## src/rtl/pipelined_ripple_adder_if.sv

```systemverilog
// rtl/pipelined_ripple_adder_if.sv - operand/result handshake bundle for pipelined_ripple_adder
//
// Purpose: groups the input operand channel and the output result channel.
// Signals:
//   in_valid/in_ready : operand handshake (a, b, cin travel with it)
//   out_valid/out_ready : result handshake (sum, cout, dbg_c_last travel with it)
//   ovf : signed overflow, present only when PIPELINED_RIPPLE_ADDER_OVF_EN is defined
// Modports: slave = adder side, master = producer/consumer side.
interface pipelined_ripple_adder_if #(
  parameter int WIDTH = 16
);
  logic             in_valid;
  logic             in_ready;
  logic [WIDTH-1:0] a;
  logic [WIDTH-1:0] b;
  logic             cin;
  logic             out_valid;
  logic             out_ready;
  logic [WIDTH-1:0] sum;
  logic             cout;
  logic             dbg_c_last;
`ifdef PIPELINED_RIPPLE_ADDER_OVF_EN
  logic             ovf;

  modport slave (
    input  in_valid, a, b, cin, out_ready,
    output in_ready, out_valid, sum, cout, dbg_c_last, ovf
  );
  modport master (
    output in_valid, a, b, cin, out_ready,
    input  in_ready, out_valid, sum, cout, dbg_c_last, ovf
  );
`else
  modport slave (
    input  in_valid, a, b, cin, out_ready,
    output in_ready, out_valid, sum, cout, dbg_c_last
  );
  modport master (
    output in_valid, a, b, cin, out_ready,
    input  in_ready, out_valid, sum, cout, dbg_c_last
  );
`endif
endinterface

```

## src/rtl/pipelined_ripple_adder.sv

```systemverilog
// rtl/pipelined_ripple_adder.sv - WIDTH-bit add with carry-in, carry chain split over STAGES clock stages
//
// Purpose: {cout,sum} = a + b + cin, one SLICE-bit piece of the carry chain resolved per stage,
// with valid/ready handshakes and full backpressure (global hold while the output is stalled).
// Ports:
//   clk        : rising-edge clock
//   rst_n      : asynchronous active-low reset
//   io (slave) : in_valid/in_ready/a/b/cin in, out_valid/out_ready/sum/cout/dbg_c_last out
//   busy       : any stage holds valid data
// Optional: define PIPELINED_RIPPLE_ADDER_OVF_EN to add io.ovf (signed overflow, registered with sum).
module pipelined_ripple_adder #(
  parameter int WIDTH  = 16,
  parameter int STAGES = 4
) (
  input  logic                    clk,
  input  logic                    rst_n,
  pipelined_ripple_adder_if.slave io,
  output logic                    busy
);
  localparam int SLICE = WIDTH / STAGES;

  // Per-stage state: operands travel along so later slices can be computed,
  // the partial sum accumulates resolved slices, carry out / carry in are kept per stage.
  logic [STAGES-1:0] vld_q, vld_d;
  logic [WIDTH-1:0]  a_q [STAGES];
  logic [WIDTH-1:0]  a_d [STAGES];
  logic [WIDTH-1:0]  b_q [STAGES];
  logic [WIDTH-1:0]  b_d [STAGES];
  logic [WIDTH-1:0]  s_q [STAGES];
  logic [WIDTH-1:0]  s_d [STAGES];
  logic [STAGES-1:0] c_q, c_d;
  logic [STAGES-1:0] ci_q, ci_d;

  logic             stall;
  logic [WIDTH-1:0] pa, pb, ps;
  logic             pc, pv;
  logic [SLICE:0]   part;
  int               km1;

  assign stall = vld_q[STAGES-1] && !io.out_ready;

  always_comb begin
    pa   = '0;
    pb   = '0;
    ps   = '0;
    pc   = 1'b0;
    pv   = 1'b0;
    part = '0;
    km1  = 0;
    vld_d = '0;
    c_d   = '0;
    ci_d  = '0;
    for (int k = 0; k < STAGES; k++) begin
      a_d[k] = '0;
      b_d[k] = '0;
      s_d[k] = '0;
    end
    for (int k = 0; k < STAGES; k++) begin
      km1 = (k > 0) ? k - 1 : 0;
      if (k == 0) begin
        pa = io.a;
        pb = io.b;
        pc = io.cin;
        pv = io.in_valid;
        ps = '0;
      end else begin
        pa = a_q[km1];
        pb = b_q[km1];
        pc = c_q[km1];
        pv = vld_q[km1];
        ps = s_q[km1];
      end
      part = {1'b0, pa[k*SLICE +: SLICE]} + {1'b0, pb[k*SLICE +: SLICE]} + {{SLICE{1'b0}}, pc};
      vld_d[k] = pv;
      a_d[k]   = pa;
      b_d[k]   = pb;
      ci_d[k]  = pc;
      c_d[k]   = part[SLICE];
      s_d[k]   = ps;
      s_d[k][k*SLICE +: SLICE] = part[SLICE-1:0];
    end
  end

  always_ff @(posedge clk or negedge rst_n) begin
    if (!rst_n) begin
      vld_q <= '0;
      c_q   <= '0;
      ci_q  <= '0;
      for (int k = 0; k < STAGES; k++) begin
        a_q[k] <= '0;
        b_q[k] <= '0;
        s_q[k] <= '0;
      end
    end else if (!stall) begin
      vld_q <= vld_d;
      c_q   <= c_d;
      ci_q  <= ci_d;
      a_q   <= a_d;
      b_q   <= b_d;
      s_q   <= s_d;
    end
  end

`ifdef PIPELINED_RIPPLE_ADDER_OVF_EN
  // After the loop pa/pb/part describe the MSB slice; the carry into the MSB
  // bit is recovered as a ^ b ^ sum at that bit.
  logic ovf_q, ovf_d;

  always_comb begin
    ovf_d = pa[WIDTH-1] ^ pb[WIDTH-1] ^ part[SLICE-1] ^ part[SLICE];
  end

  always_ff @(posedge clk or negedge rst_n) begin
    if (!rst_n) begin
      ovf_q <= 1'b0;
    end else if (!stall) begin
      ovf_q <= ovf_d;
    end
  end

  assign io.ovf = ovf_q;
`endif

  assign io.in_ready   = !stall;
  assign io.out_valid  = vld_q[STAGES-1];
  assign io.sum        = s_q[STAGES-1];
  assign io.cout       = c_q[STAGES-1];
  assign io.dbg_c_last = ci_q[STAGES-1];
  assign busy          = |vld_q;
endmodule

```

## src/flat_wrapper.sv

```systemverilog
// flat-port wrapper written by rule: the top's interface ports become plain ports
module pipelined_ripple_adder_flat 
#(
  parameter int WIDTH  = 16,
  parameter int STAGES = 4
)
  (clk, rst_n, busy, io_in_valid, io_a, io_b, io_cin, io_out_ready, io_in_ready, io_out_valid, io_sum, io_cout, io_dbg_c_last);
  pipelined_ripple_adder_if #(.WIDTH(WIDTH)) io_i ();
  input  logic clk;
  input  logic rst_n;
  output logic busy;
  input wire logic [$bits(io_i.in_valid)-1:0] io_in_valid;
  input wire logic [$bits(io_i.a)-1:0] io_a;
  input wire logic [$bits(io_i.b)-1:0] io_b;
  input wire logic [$bits(io_i.cin)-1:0] io_cin;
  input wire logic [$bits(io_i.out_ready)-1:0] io_out_ready;
  output wire logic [$bits(io_i.in_ready)-1:0] io_in_ready;
  output wire logic [$bits(io_i.out_valid)-1:0] io_out_valid;
  output wire logic [$bits(io_i.sum)-1:0] io_sum;
  output wire logic [$bits(io_i.cout)-1:0] io_cout;
  output wire logic [$bits(io_i.dbg_c_last)-1:0] io_dbg_c_last;
  assign io_i.in_valid = io_in_valid;
  assign io_i.a = io_a;
  assign io_i.b = io_b;
  assign io_i.cin = io_cin;
  assign io_i.out_ready = io_out_ready;
  assign io_in_ready = io_i.in_ready;
  assign io_out_valid = io_i.out_valid;
  assign io_sum = io_i.sum;
  assign io_cout = io_i.cout;
  assign io_dbg_c_last = io_i.dbg_c_last;
  pipelined_ripple_adder #(.WIDTH(WIDTH), .STAGES(STAGES)) u_core (.clk(clk), .rst_n(rst_n), .io(io_i), .busy(busy));
endmodule
```

## config.mk

```make
export PLATFORM = sky130hd
export DESIGN_NAME = pipelined_ripple_adder_flat
export DESIGN_NICKNAME = d
export VERILOG_FILES = /design/src/rtl/pipelined_ripple_adder_if.sv /design/src/rtl/pipelined_ripple_adder.sv /design/src/flat_wrapper.sv
export SDC_FILE = /design/constraint.sdc
export NUM_CORES = 1
export LEC_CHECK = 0
export ABC_AREA = 1
export CAP_MARGIN = 5
export CORE_MARGIN = 2
export CORE_UTILIZATION = 55
export DETAILED_ROUTE_END_ITERATION = 8
export GPL_ROUTABILITY_DRIVEN = 0
export PLACE_DENSITY = 0.86
export SLEW_MARGIN = 20
export SYNTH_ARGS = -nofsm -noshare
export SYNTH_HDL_FRONTEND = slang
export SYNTH_SLANG_ARGS = --single-unit
```

## constraint.sdc

```tcl
create_clock -name clk -period 5 [get_ports clk]
set_input_delay 1 -clock clk [delete_from_list [all_inputs] [get_ports clk]]
set_output_delay 1 -clock clk [all_outputs]
set_load 0.01 [all_outputs]
```

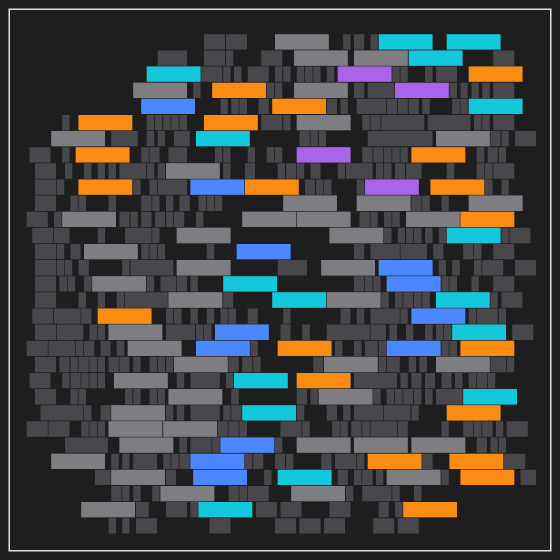
Fig. 1. Sequential cells colored by netlist name (run 1).
`u_core.ps` -> blue  # flops 12
`u_core.io.sum` -> cyan  # flops 16
`u_core.pb` -> purple  # flops 4
`u_core.a_d` -> orange  # flops 20, where all over the die
Sequential Power: 1.31 mW
Reg area: 0.002427 mm2

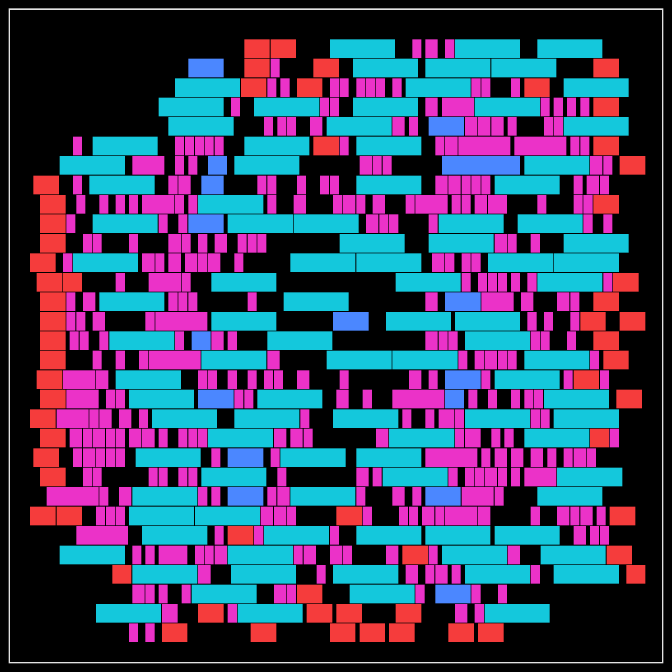
Fig. 2. Cell classes on the final placement (run 1).
remaining logic cells -> magenta  # cells 345
clock drivers and dummy loads -> blue  # cells 16
remaining buffers and delay cells -> red  # cells 60
registers -> cyan  # cells 97
Seq area share: 48.55%
Finished Cell Area: 0.005000 mm2
Core Util, Final: 68.57%
Cell Rows: 31
Core Region: 0.007292 mm2

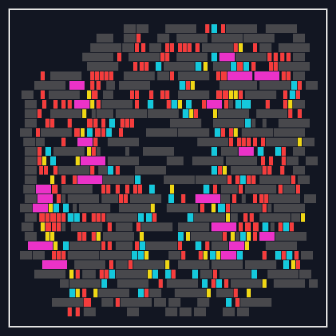
Fig. 3. Logic cells by family (run 1).
nand cells -> red  # cells 197, where all over the die
fa/ha/maj cells -> magenta  # cells 20
aoi and oai cells -> cyan  # cells 65
inv cells -> yellow  # cells 48
most common logic cell in the routed design: nand2_1
post-route insts no fill: 617
Comb/total area: 29.30%

==> impl_metrics.tcl, run 1 <==
# metrics dict for downstream scripts
set metrics [dict create \
    grt_pass1_wl_um 13100 \
    wl_per_cell_um 12.13 \
    leakagePower_nw 2.500 \
    yosysCellCount 462 \
    cts.clk_slew.worst_paths_ns 0.08 \
    lay_top_cells "182 x nand2_1, 97 x dfrtp_1, 56 x clkdlybuf4s50_1" \
    grtUsageTotal_pct 19.63 \
    cp-end-kind "primary output" \
    fmax_mhz 314.7 \
    finalMaxSlewViolations 0 \
    grtUsageMet2_pct 35.56 \
    nNetsFinal 570 \
    wl_met3_um 242 \
    ys_area_mm2 0.004169 \
    cp.required_ns 4.00 \
    synth_cell_type_count 21 \
    cts_tree "done" \
    clockBufferDepth 2 \
    syn2layout_area_growth_pct 19.93 \
    final_hold_viol_count 0 \
    fp-utilization_pct 57.17 \
    wl_met1_um 3184 \
    port_buffers 57 \
    ys_seq_elements 97 \
    maxCapViolCount 0 \
    htree_num_levels 3 \
    first_global_vias 3117 \
    ff_type "dfrtp_1" \
    tightest_slew_ns 0.8856 \
    fin_crit_ns 3.177 \
    holdCritPathClass "register to register" \
    die_w_um 91.07 \
    finalClockPeriodUsage_pct 63.55 \
    insertion_delay_ns 0.36 \
    use_met1_pct 22.98 \
    vias 3087 \
    clock-sinks 97 \
    top_usage_layer "met2" \
    drt-vias-per-instance 5.003 \
    pin_count 58 \
    chipArea_mm2 0.008293 \
    crit_arrival_ns 2.18 \
    synthArstFlopShare_pct 100.0 \
    drtAntennaViolNets 0 \
    rsz0062_at_grt "false" \
    topCellsByArea "dfrtp_1 58%, nand2_1 16%, inv_1 4.1%" \
    grt_use_met3_pct 3.237 \
    syn_nets 519 \
    nFillCells 607 \
    edf_count 0 \
    path_class "primary input to primary output" \
    vdd_drop_max_mv 0.3484 \
    max_slew_margin_pct 40.96 \
    netlist_instances 462 \
    cp_slowest_cell "clkdlybuf4s50_1" \
    layout-drive-gt1-share_pct 4.633 \
    grt_max_degree 99 \
    hpwl_um 5052 \
    top_layer "met4" \
    syn_area_mm2 0.004169 \
    cp_max_fo 2 \
    status "finished clean" \
    drt_iter0_markers 157 \
    drtPass1Iterations 4 \
    grt-ovfl-total 0 \
    path_delay_family "buffers and inverters" \
    warnings 26 \
    top_area_cell "dfrtp_1" \
    ctsRootBufferMaster "clkbuf_8" \
    numCtsBuffers 9 \
    postCtsSetupRepairBufs 0 \
    antenna_cells 0 \
    drc 0 \
    cts_resized 0 \
    postCtsHoldBufs 0 \
    cpMostUsedCell "clkdlybuf4s50_1" \
    cpPeakStageDelay_ns 0.53 \
    avgSynthCellArea_um2 9.024 \
    start_kind "primary input" \
    wl_um 7485 \
    setup_ws_ns 1.823 \
    yosysWarnings 0 \
    setup_viol 0 \
    fin_skew_ns 0.009967 \
    cp_num_buf_inv 3 \
    die_h_um 91.07 \
    pre_cts_ws_ns 1.829 \
    power_density_mw_per_mm2 580.7 \
    yosys.stat.seqShare_pct 58.22 \
    path_cells "clkdlybuf4s50_1, nor2_4, inv_2, clkdlybuf4s50_1" \
    antenna_found_initial 0 \
    route.met2.wl_um 3902 \
    totalNegativeSetupSlack_ns 0 \
    top_area_share_pct 58.22 \
]
[run 1: cells in the mapped netlist, types with 7 or more instances]
| cell type | n |
|---|---|
| dfrtp_1 | 97 |
| o21ai_1 | 27 |
| buf_2 | 8 |
| ha_1 | 12 |
| a21oi_1 | 7 |
| inv_1 | 46 |
| fa_1 | 8 |
| nand3_1 | 14 |
| o21ai_0 | 29 |
| nand2_1 | 182 |
| clkbuf_1 | 9 |
| nor2_1 | 13 |
[run 1: worst reg2reg max path: cells and delay by family, from the launching register on]
kind                     cells  cell delay (ns)
AND-OR/OR-AND                1             0.25
flip-flops                   1             0.44
AND/OR/NAND/NOR              1             0.09
adder cells (fa/ha/maj)      2             0.87
buffers and inverters        1             0.05
[run 1: state kept, by name, indices dropped and copies added, names as in the netlist]
| name | flops |
|---|---|
| u_core.io.sum | 16 |
| u_core.pa | 4 |
| u_core.s_d | 12 |
| u_core.ci_q | 1 |
| u_core.vld_q | 4 |
| u_core.a_d | 20 |
| u_core.b_d | 20 |
| u_core.c_q | 4 |
| u_core.pb | 4 |
| u_core.ps | 12 |
[run 1: where the power goes]
| part | internal [mW] | total, mW | leakage [nW] | switching, mW |
|---|---|---|---|---|
| combinational | 0.469 | 1.07 | 1.23 | 0.600 |
| sequential | 1.12 | 1.31 | 1.17 | 0.185 |
| clock | 0.260 | 0.527 | 0.0982 | 0.267 |
[run 1: cell families (layout without fill, tap and decap cells)]
kind of cell               after synthesis  count (layout)  synth area share (%)
and+or+nand+nor                        212             212                 19.81
DFF                                     97              97                 58.22
buffers and inverters                   68             124                 6.633
AOI/OAI and AO/OA                       65              65                 7.893
adders and majority gates               20              20                 7.443
[run 1: stage by stage]
step / hold WS, ns / std cells / total power, mW / utilization, % / area [um2]
floorplan: 0.4422 / 462 / 2.003 / - / 4169
global placement: 0.4533 / 601 / 2.322 / 65.65 / 4787
detailed placement: 0.4585 / 601 / 2.401 / 65.65 / 4787
CTS: 0.4813 / 617 / 2.935 / 68.57 / 5000
global route: 0.4987 / 617 / 3.158 / 68.57 / 5000
finish: 0.4789 / 617 / 2.904 / 68.57 / 5000
[run 1: area by class of cell]
| cell class | count | area [um2] | share of cell area [%] |
|---|---|---|---|
| flip-flops and latches | 97 | 2427 | 48.55 |
| multi-input cells | 297 | 1465 | 29.30 |
| clock buffers | 11 | 151.4 | 3.028 |
| clock inverters | 5 | 61.31 | 1.226 |
| well taps | 99 | 123.9 | 2.477 |
| inverters | 48 | 180.2 | 3.604 |
| repair buffers | 60 | 590.6 | 11.81 |
[run 1: final timing paths]
path / end / slack (ns) / cells past startpoint / from
hold / removal: u_core.s_d[18] / 0.48 / 2 / u_core.s_d[34]
setup / recovery: io_in_ready / 1.82 / 4 / io_out_ready
setup reg to reg: u_core.io.sum[14] / 3.21 / 5 / u_core.c_q[2]
min in group asynchronous: u_core.a_d[42] / 0.61 / 1 / rst_n
hold reg to reg: u_core.s_d[18] / 0.48 / 2 / u_core.s_d[34]
max in group asynchronous: u_core.b_d[38] / 3.34 / 2 / rst_n
--- run 2 (diff from run 1) ---
- CORE_UTILIZATION: 55 -> 49
- PLACE_DENSITY: 0.86 -> 0.82
- clock period: 5 -> 2.9 ns (I/O delays scaled with it)
==> run 2 against run 1 <==
Count of clock-buffer cells in the layout down 2; cell count up 0.97%; wire length down 2.3%; die area up 12%; global-route usage down 2.3 points; largest power group unchanged.
==> impl_metrics.tcl, run 2 <==
# metrics dict for downstream scripts
set metrics [dict create \
    cp-end-kind "primary output" \
    top_area_share_pct 58.22 \
    synth_cell_type_count 21 \
    pwr-share-seq_pct 45.2 \
    status "finished clean" \
    r2r_slack_ns 1.12 \
    grtUsageTotal_pct 17.35 \
    fin_crit_ns 2.316 \
    place_area_mm2 0.004807 \
    drt_iter0_markers 137 \
    layout-drive-gt1-share_pct 4.633 \
    hpwl_um 4713 \
    cts_tree "done" \
    power_density_mw_per_mm2 990.1 \
    finalClockPeriodUsage_pct 79.87 \
    fmax_mhz 431.8 \
    rsz0062_at_grt "false" \
    crit_arrival_ns 1.74 \
    r2r_end "u_core.c_q[3]" \
    cp.required_ns 2.32 \
    die_h_um 96.24 \
    p_sw_mw 1.809 \
    fp-utilization_pct 50.74 \
    first_global_vias 2939 \
    cts.clk_slew.worst_paths_ns 0.09 \
    xor_area_share_pct 0 \
    path_class "primary input to primary output" \
    drtPass1Iterations 4 \
    final_hold_viol_count 0 \
    nFillCells 704 \
    top_usage_layer "met2" \
    ys_seq_elements 97 \
    most_common_cell "nand2_1" \
    fin_skew_ns 0.01194 \
    maxCapViolCount 0 \
    grt_use_met3_pct 3.132 \
    nNetsFinal 570 \
    top_area_cell "dfrtp_1" \
    holdCritPathClass "primary input to asynchronous set/reset pin" \
    use_met1_pct 21.27 \
    r2r-start "u_core.c_q[2]" \
    yosys.stat.seqShare_pct 58.22 \
    antenna_found_initial 0 \
    pwr-share-clk_pct 17.9 \
    aoi_share_pct 7.893 \
    grtUsageMet2_pct 30.27 \
    ff_type "dfrtp_1" \
    cp_max_fo 2 \
    pin_count 58 \
    drt-vias-per-instance 4.880 \
    topCellsByArea "dfrtp_1 58%, nand2_1 16%, inv_1 4.1%" \
    max_slew_margin_pct 40.31 \
    syn2layout_area_growth_pct 20.14 \
    syn_nets 519 \
    die_w_um 96.24 \
    vdd_drop_max_mv 0.3176 \
    fp-row-count 33 \
    tightest_slew_ns 0.8954 \
    warnings 26 \
    drtAntennaViolNets 0 \
    grt-ovfl-total 0 \
    htree_num_levels 3 \
    avgSynthCellArea_um2 9.024 \
]
-- run 2: cell counts after synthesis --
Identical to the previous run, type by type.
-- run 2: cell families (layout without fill, tap and decap cells) --
family          after synthesis  in the layout
simple gates                212            212
flops                        97             97
buf+inv                      68            124
compound gates               65             65
fa+ha+maj                    20             20
-- run 2: area by class of cell --
| cell class | count | area, um2 | share of cell area [%] |
|---|---|---|---|
| clock buffers | 9 | 123.9 | 2.473 |
| flip-flops and latches | 97 | 2427 | 48.46 |
| repair buffers | 60 | 603.1 | 12.04 |
| well taps | 105 | 131.4 | 2.623 |
| clock inverters | 7 | 77.57 | 1.549 |
| multi-input cells | 297 | 1465 | 29.25 |
| inverters | 48 | 180.2 | 3.597 |
-- run 2: worst max-delay path by stage --
| stage | from | endpoint | slack (ns) | cells after the start |
|---|---|---|---|---|
| final | io_out_ready | io_in_ready | 0.58 | 4 |
| after global routing | io_out_ready | io_in_ready | 0.55 | 4 |
| after CTS | io_out_ready | io_in_ready | 0.57 | 4 |
| after detailed placement | io_out_ready | io_in_ready | 0.58 | 4 |
| after global placement | io_out_ready | io_in_ready | 0.56 | 4 |
| after floorplan | io_out_ready | io_in_ready | 1.21 | 4 |
-- run 2: through the flow --
stage	setup slack [ns]	power (mW)	cells	util (%)
2_1_floorplan	1.210	3.454	462	-
3_3_place_gp	0.5601	4.010	607	58.50
3_5_place_dp	0.5836	4.113	607	58.50
4_1_cts	0.5713	5.014	623	60.96
5_1_grt	0.5460	5.420	623	60.96
6_report	0.5839	4.959	623	60.96
-- run 2: critical path, stage by stage --
cell             delay, ns
clkdlybuf4s50_1       0.50
nor2_4                0.06
inv_2                 0.06
clkdlybuf4s50_1       0.53
-- run 2: per-layer routing --
layer  share of wire (%)  vias to the layer above  routed length [um]
met2                  48                       55                3526
met1                  46                     1443                3395
li1                    -                     1530                   -
met5                   0                        -                   0
met3                 3.8                       12                 277
met4                 1.5                        0                 111
-- run 2: power by group through the flow --
stage               registers (mW)  clock network, mW  logic [mW]
floorplan                     2.26                  0        1.19
global placement              2.24                  0        1.77
detailed placement            2.27                  0        1.84
CTS                           2.24              0.908        1.86
global route                  2.31              0.962        2.15
finish                        2.24              0.889        1.83
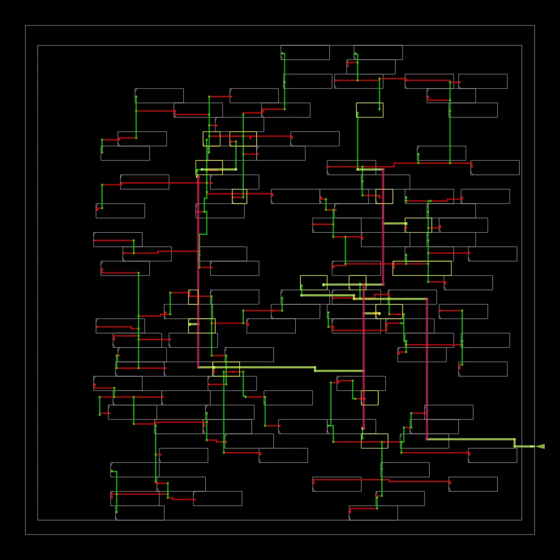
Fig. 4. Clock nets (run 2).
Clk power: 0.889 mW
cts bufs inserted: 9
Latency at later pin: 0.36 ns

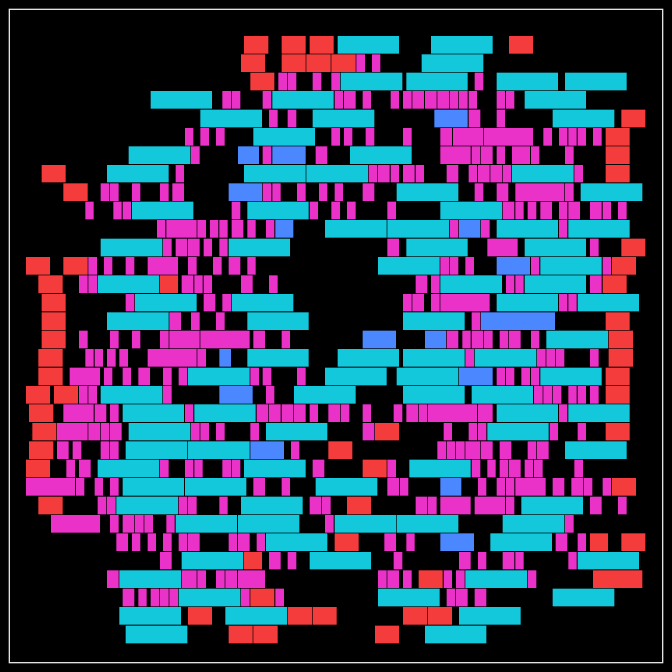
Fig. 5. Cell classes on the final placement (run 2).
remaining buffers and delay cells -> red  # cells 60
clock drivers and dummy loads -> blue  # cells 16
registers -> cyan  # cells 97
remaining logic cells -> magenta  # cells 345
Finished Cell Area: 0.005009 mm2
Seq area share: 48.46%
Core Region: 0.008217 mm2
Core Util, Final: 60.96%

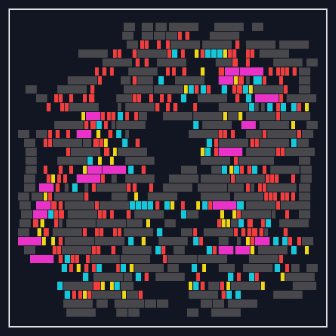
Fig. 6. Logic cells by family (run 2).
nand cells -> red  # cells 197, where all over the die
inv cells -> yellow  # cells 48, where all over the die
aoi and oai cells -> cyan  # cells 65
fa/ha/maj cells -> magenta  # cells 20
post-route insts no fill: 623
Comb/total area: 29.25%

Power is estimated from default activity; no workload was simulated.
